===== config.mk =====
export PLATFORM = sky130hd
export DESIGN_NAME = cfg_frame_assembler
export DESIGN_NICKNAME = d
export VERILOG_FILES = /design/src/rtl/cfg_frame_assembler_pkg.sv /design/src/rtl/cfg_frame_assembler.sv
export SDC_FILE = /design/constraint.sdc
export NUM_CORES = 1
export LEC_CHECK = 0
export CORE_MARGIN = 1.5
export CORE_UTILIZATION = 45
export DETAILED_ROUTE_END_ITERATION = 12
export PLACE_DENSITY_LB_ADDON = 0.15
export SLEW_MARGIN = 20
export SYNTH_ARGS = -nofsm -noshare
export SYNTH_HDL_FRONTEND = slang
export SYNTH_SLANG_ARGS = --single-unit

===== constraint.sdc =====
create_clock -name clk_system_i -period 2 [get_ports clk_system_i]
set_input_delay 0.2 -clock clk_system_i [delete_from_list [all_inputs] [get_ports clk_system_i]]
set_output_delay 0.2 -clock clk_system_i [all_outputs]
set_load 0.03 [all_outputs]

===== src/rtl/cfg_frame_assembler_pkg.sv =====
// Shared constants for the configuration write stream: sync word, desync flag
// position and the frame assembler state encoding.
package cfg_frame_assembler_pkg;

    localparam logic [31:0] SYNC_WORD           = 32'hFAB0_FAB1;
    localparam int          DESYNC_FLAG_DEFAULT = 20;

    typedef enum logic [1:0] {
        ST_UNSYNCED = 2'd0,
        ST_ADDR     = 2'd1,
        ST_DATA     = 2'd2
    } cfg_state_e;

endpackage


===== src/rtl/cfg_frame_assembler.sv =====
// Sink of the 32-bit configuration write stream: locks onto the sync word, then
// splits the stream into frame-address words and per-row frame data writes.
module cfg_frame_assembler
    import cfg_frame_assembler_pkg::*;
#(
    parameter int NUMBER_OF_ROWS     = 4,
    parameter int FRAME_BITS_PER_ROW = 32,
    parameter int ROW_SELECT_WIDTH   = 5,
    parameter int DESYNC_FLAG        = DESYNC_FLAG_DEFAULT
) (
    input  logic                          clk_system_i,
    input  logic                          reset_n_i,
    input  logic [31:0]                   write_data_i,
    input  logic                          write_strobe_i,
    output logic [31:0]                   frame_address_o,
    output logic [ROW_SELECT_WIDTH-1:0]   row_select_o,
    output logic [FRAME_BITS_PER_ROW-1:0] row_data_o,
    output logic                          row_strobe_o,
    output logic                          long_frame_strobe_o,
    output logic                          synced_o,
    output logic [15:0]                   frame_count_o
);

    localparam logic [ROW_SELECT_WIDTH-1:0] LAST_ROW = ROW_SELECT_WIDTH'(NUMBER_OF_ROWS - 1);

    cfg_state_e                    state_r;
    cfg_state_e                    state_next_s;
    logic [ROW_SELECT_WIDTH-1:0]   row_cnt_r;
    logic [ROW_SELECT_WIDTH-1:0]   row_cnt_next_s;
    logic [31:0]                   frame_addr_r;
    logic [31:0]                   frame_addr_next_s;
    logic [ROW_SELECT_WIDTH-1:0]   row_select_r;
    logic [FRAME_BITS_PER_ROW-1:0] row_data_r;
    logic                          row_strobe_r;
    logic                          last_row_r;
    logic                          long_frame_r;
    logic                          synced_r;
    logic [15:0]                   frame_count_r;
    logic                          row_load_s;
    logic                          last_row_s;

    // Next-state decode; sync/desync words are only recognised outside DATA.
    always_comb begin
        state_next_s      = state_r;
        row_cnt_next_s    = row_cnt_r;
        frame_addr_next_s = frame_addr_r;
        row_load_s        = 1'b0;
        last_row_s        = 1'b0;
        case (state_r)
            ST_UNSYNCED: begin
                if (write_strobe_i && (write_data_i == SYNC_WORD)) begin
                    state_next_s = ST_ADDR;
                end else begin
                    state_next_s = ST_UNSYNCED;
                end
            end
            ST_ADDR: begin
                if (!write_strobe_i) begin
                    state_next_s = ST_ADDR;
                end else if (write_data_i == SYNC_WORD) begin
                    state_next_s = ST_ADDR;
                end else if (write_data_i[DESYNC_FLAG]) begin
                    state_next_s = ST_UNSYNCED;
                end else begin
                    frame_addr_next_s = write_data_i;
                    row_cnt_next_s    = {ROW_SELECT_WIDTH{1'b0}};
                    state_next_s      = ST_DATA;
                end
            end
            ST_DATA: begin
                if (!write_strobe_i) begin
                    state_next_s = ST_DATA;
                end else if (row_cnt_r == LAST_ROW) begin
                    row_load_s     = 1'b1;
                    last_row_s     = 1'b1;
                    row_cnt_next_s = {ROW_SELECT_WIDTH{1'b0}};
                    state_next_s   = ST_ADDR;
                end else begin
                    row_load_s     = 1'b1;
                    row_cnt_next_s = row_cnt_r + ROW_SELECT_WIDTH'(1);
                    state_next_s   = ST_DATA;
                end
            end
            default: begin
                state_next_s   = ST_UNSYNCED;
                row_cnt_next_s = {ROW_SELECT_WIDTH{1'b0}};
            end
        endcase
    end

    // State, row counter and registered outputs; the long-frame pulse trails
    // the final row write by one cycle so it follows the last row_strobe_o.
    always_ff @(posedge clk_system_i) begin
        if (!reset_n_i) begin
            state_r       <= ST_UNSYNCED;
            row_cnt_r     <= {ROW_SELECT_WIDTH{1'b0}};
            frame_addr_r  <= 32'h0000_0000;
            row_select_r  <= {ROW_SELECT_WIDTH{1'b0}};
            row_data_r    <= {FRAME_BITS_PER_ROW{1'b0}};
            row_strobe_r  <= 1'b0;
            last_row_r    <= 1'b0;
            long_frame_r  <= 1'b0;
            synced_r      <= 1'b0;
            frame_count_r <= 16'h0000;
        end else begin
            state_r      <= state_next_s;
            row_cnt_r    <= row_cnt_next_s;
            frame_addr_r <= frame_addr_next_s;
            row_strobe_r <= row_load_s;
            last_row_r   <= last_row_s;
            long_frame_r <= last_row_r;
            synced_r     <= (state_next_s != ST_UNSYNCED);
            if (row_load_s) begin
                row_data_r   <= write_data_i;
                row_select_r <= row_cnt_r;
            end else begin
                row_data_r   <= row_data_r;
                row_select_r <= row_select_r;
            end
            if (last_row_r && (frame_count_r != 16'hFFFF)) begin
                frame_count_r <= frame_count_r + 16'd1;
            end else begin
                frame_count_r <= frame_count_r;
            end
        end
    end

    assign frame_address_o     = frame_addr_r;
    assign row_select_o        = row_select_r;
    assign row_data_o          = row_data_r;
    assign row_strobe_o        = row_strobe_r;
    assign long_frame_strobe_o = long_frame_r;
    assign synced_o            = synced_r;
    assign frame_count_o       = frame_count_r;

endmodule


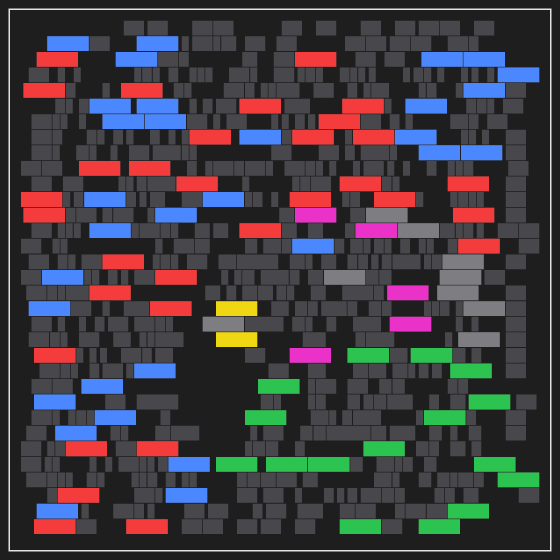
Fig. 1. Sequential cells coloured by netlist name.
Other sequential cells in the stronger grey, the rest of the logic in the fainter grey.
Blue marks `frame_address_o`, placed flops 31, where widely spread. Yellow marks `state_r`, placed flops 2. Green marks `frame_count_o`, placed flops 16. Red marks `row_data_o`, placed flops 32, where widely spread. Magenta marks `row_cnt_r`, placed flops 5.
Another 9 sequential cells are not coloured.
Register Area: 1900 um^2
sequential cell power: 0.00192 W
Final Util: 65.1%
register share of the cell area: 35.9%

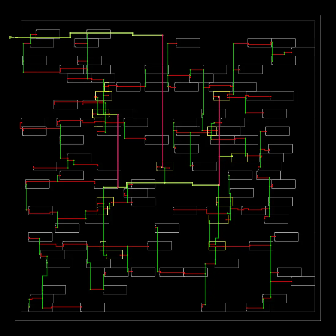
Fig. 2. Clock wiring as the flow saved it.
clk pwr: 0.00114 W
Late-Pin Clk Latency: 360 ps
CTS sink cnt: 95
Max Clock Skew: 12.4 ps

==> impl_metrics.ini <==
; synthesis and place-and-route metrics
[drt]
drc = 0
wire_per_inst_um = 14.0
met3WireLength_um = 727
routed.top_layer = met4
drtPass1Iterations = 5
ant_nets = 0
wl_met1_um = 4300

[floorplanning]
rows = 33
taps = 105
fp_util_pct = 46.1
chipArea_um2 = 8890
io_pins = 123
die_x_um = 94.3

[synth]
ys_cells = 456
syn_area_per_cell_um2 = 8.22
syn_area_um2 = 3750
muxShareOfSynthArea_pct = 0.534
async_flop_share_pct = 0
yosysTopAreaCell = dfxtp_1
synth_cell_type_count = 51
ys_sh_simple_pct = 28.7
top_area_share_pct = 50.7
synth_chip_area_um2 = 3750

[critical_path]
worstSetupEndpoint = frame_count_o[15]
path_buffers = 1
crit_arrival_ps = 1540
reg2reg_slack_ps = 300
reg2regPathDepth = 6
start_kind = flip-flop
path_class = flip-flop to output pin
cp.required_ps = 1800
crit_chain = clkdlybuf4s50_1

[grt]
grt_pass1_vias = 3392
use_met3_pct = 7.61
grt_antenna_before_repair = 0
globalRouteMet1Util_pct = 27.9
grt-busiest-layer = met2
met2_usage_pct = 35.4

[clock_network]
cts_buffers = 9
root_buffer = clkbuf_8
cts_hold_buf = 0
path_clk_slew_ps = 90

[final_layout]
inv_count = 3
clock_area_share_pct = 3.26
comb_share_pct = 32.5
num_antenna_cells = 0
fin_nets = 615
comb.multi_input.count = 332
dominant_cells = flip-flops and latches
area_growth_pct = 41.2
buf_share_pct = 25.6
layoutNonFillerInstCount = 688
final_cell_mix = nand2_1, clkdlybuf4s50_1, dfxtp_1
clock_buffers = 10
postLayoutCellArea_um2 = 5300

[worst_hold_path]
whs_path_depth = 3
min_to = row_data_o[1]$_SDFFE_PN0P_

[power]
power_frac_clock_pct = 34.4
power-top-group = sequential cells
total_power_w = 0.00332
p_leak_nw = 1.73
power_frac_seq_pct = 57.8
p_sw_w = 0.000830

[timing]
fin_ws_ps = 259
hold_violations = 0
fmax_mhz = 574
relSlewSlack_pct = 64.8
hold_ws_ps = 443
layout_min_cycle_time_ps = 1740
worst_pin_slew_ps = 528
slew_violations = 0

[placement]
pre_cts_slack_ps = 73.1
place_inst = 672
dp.final_hpwl_um = 6870
gp_congestion = 0.782
port_buffers = 121

[run_status]
status = complete, no violations

[job]
cap_viol_max_count = 0
warning_count = 26
Power is estimated from default activity; no workload was simulated.
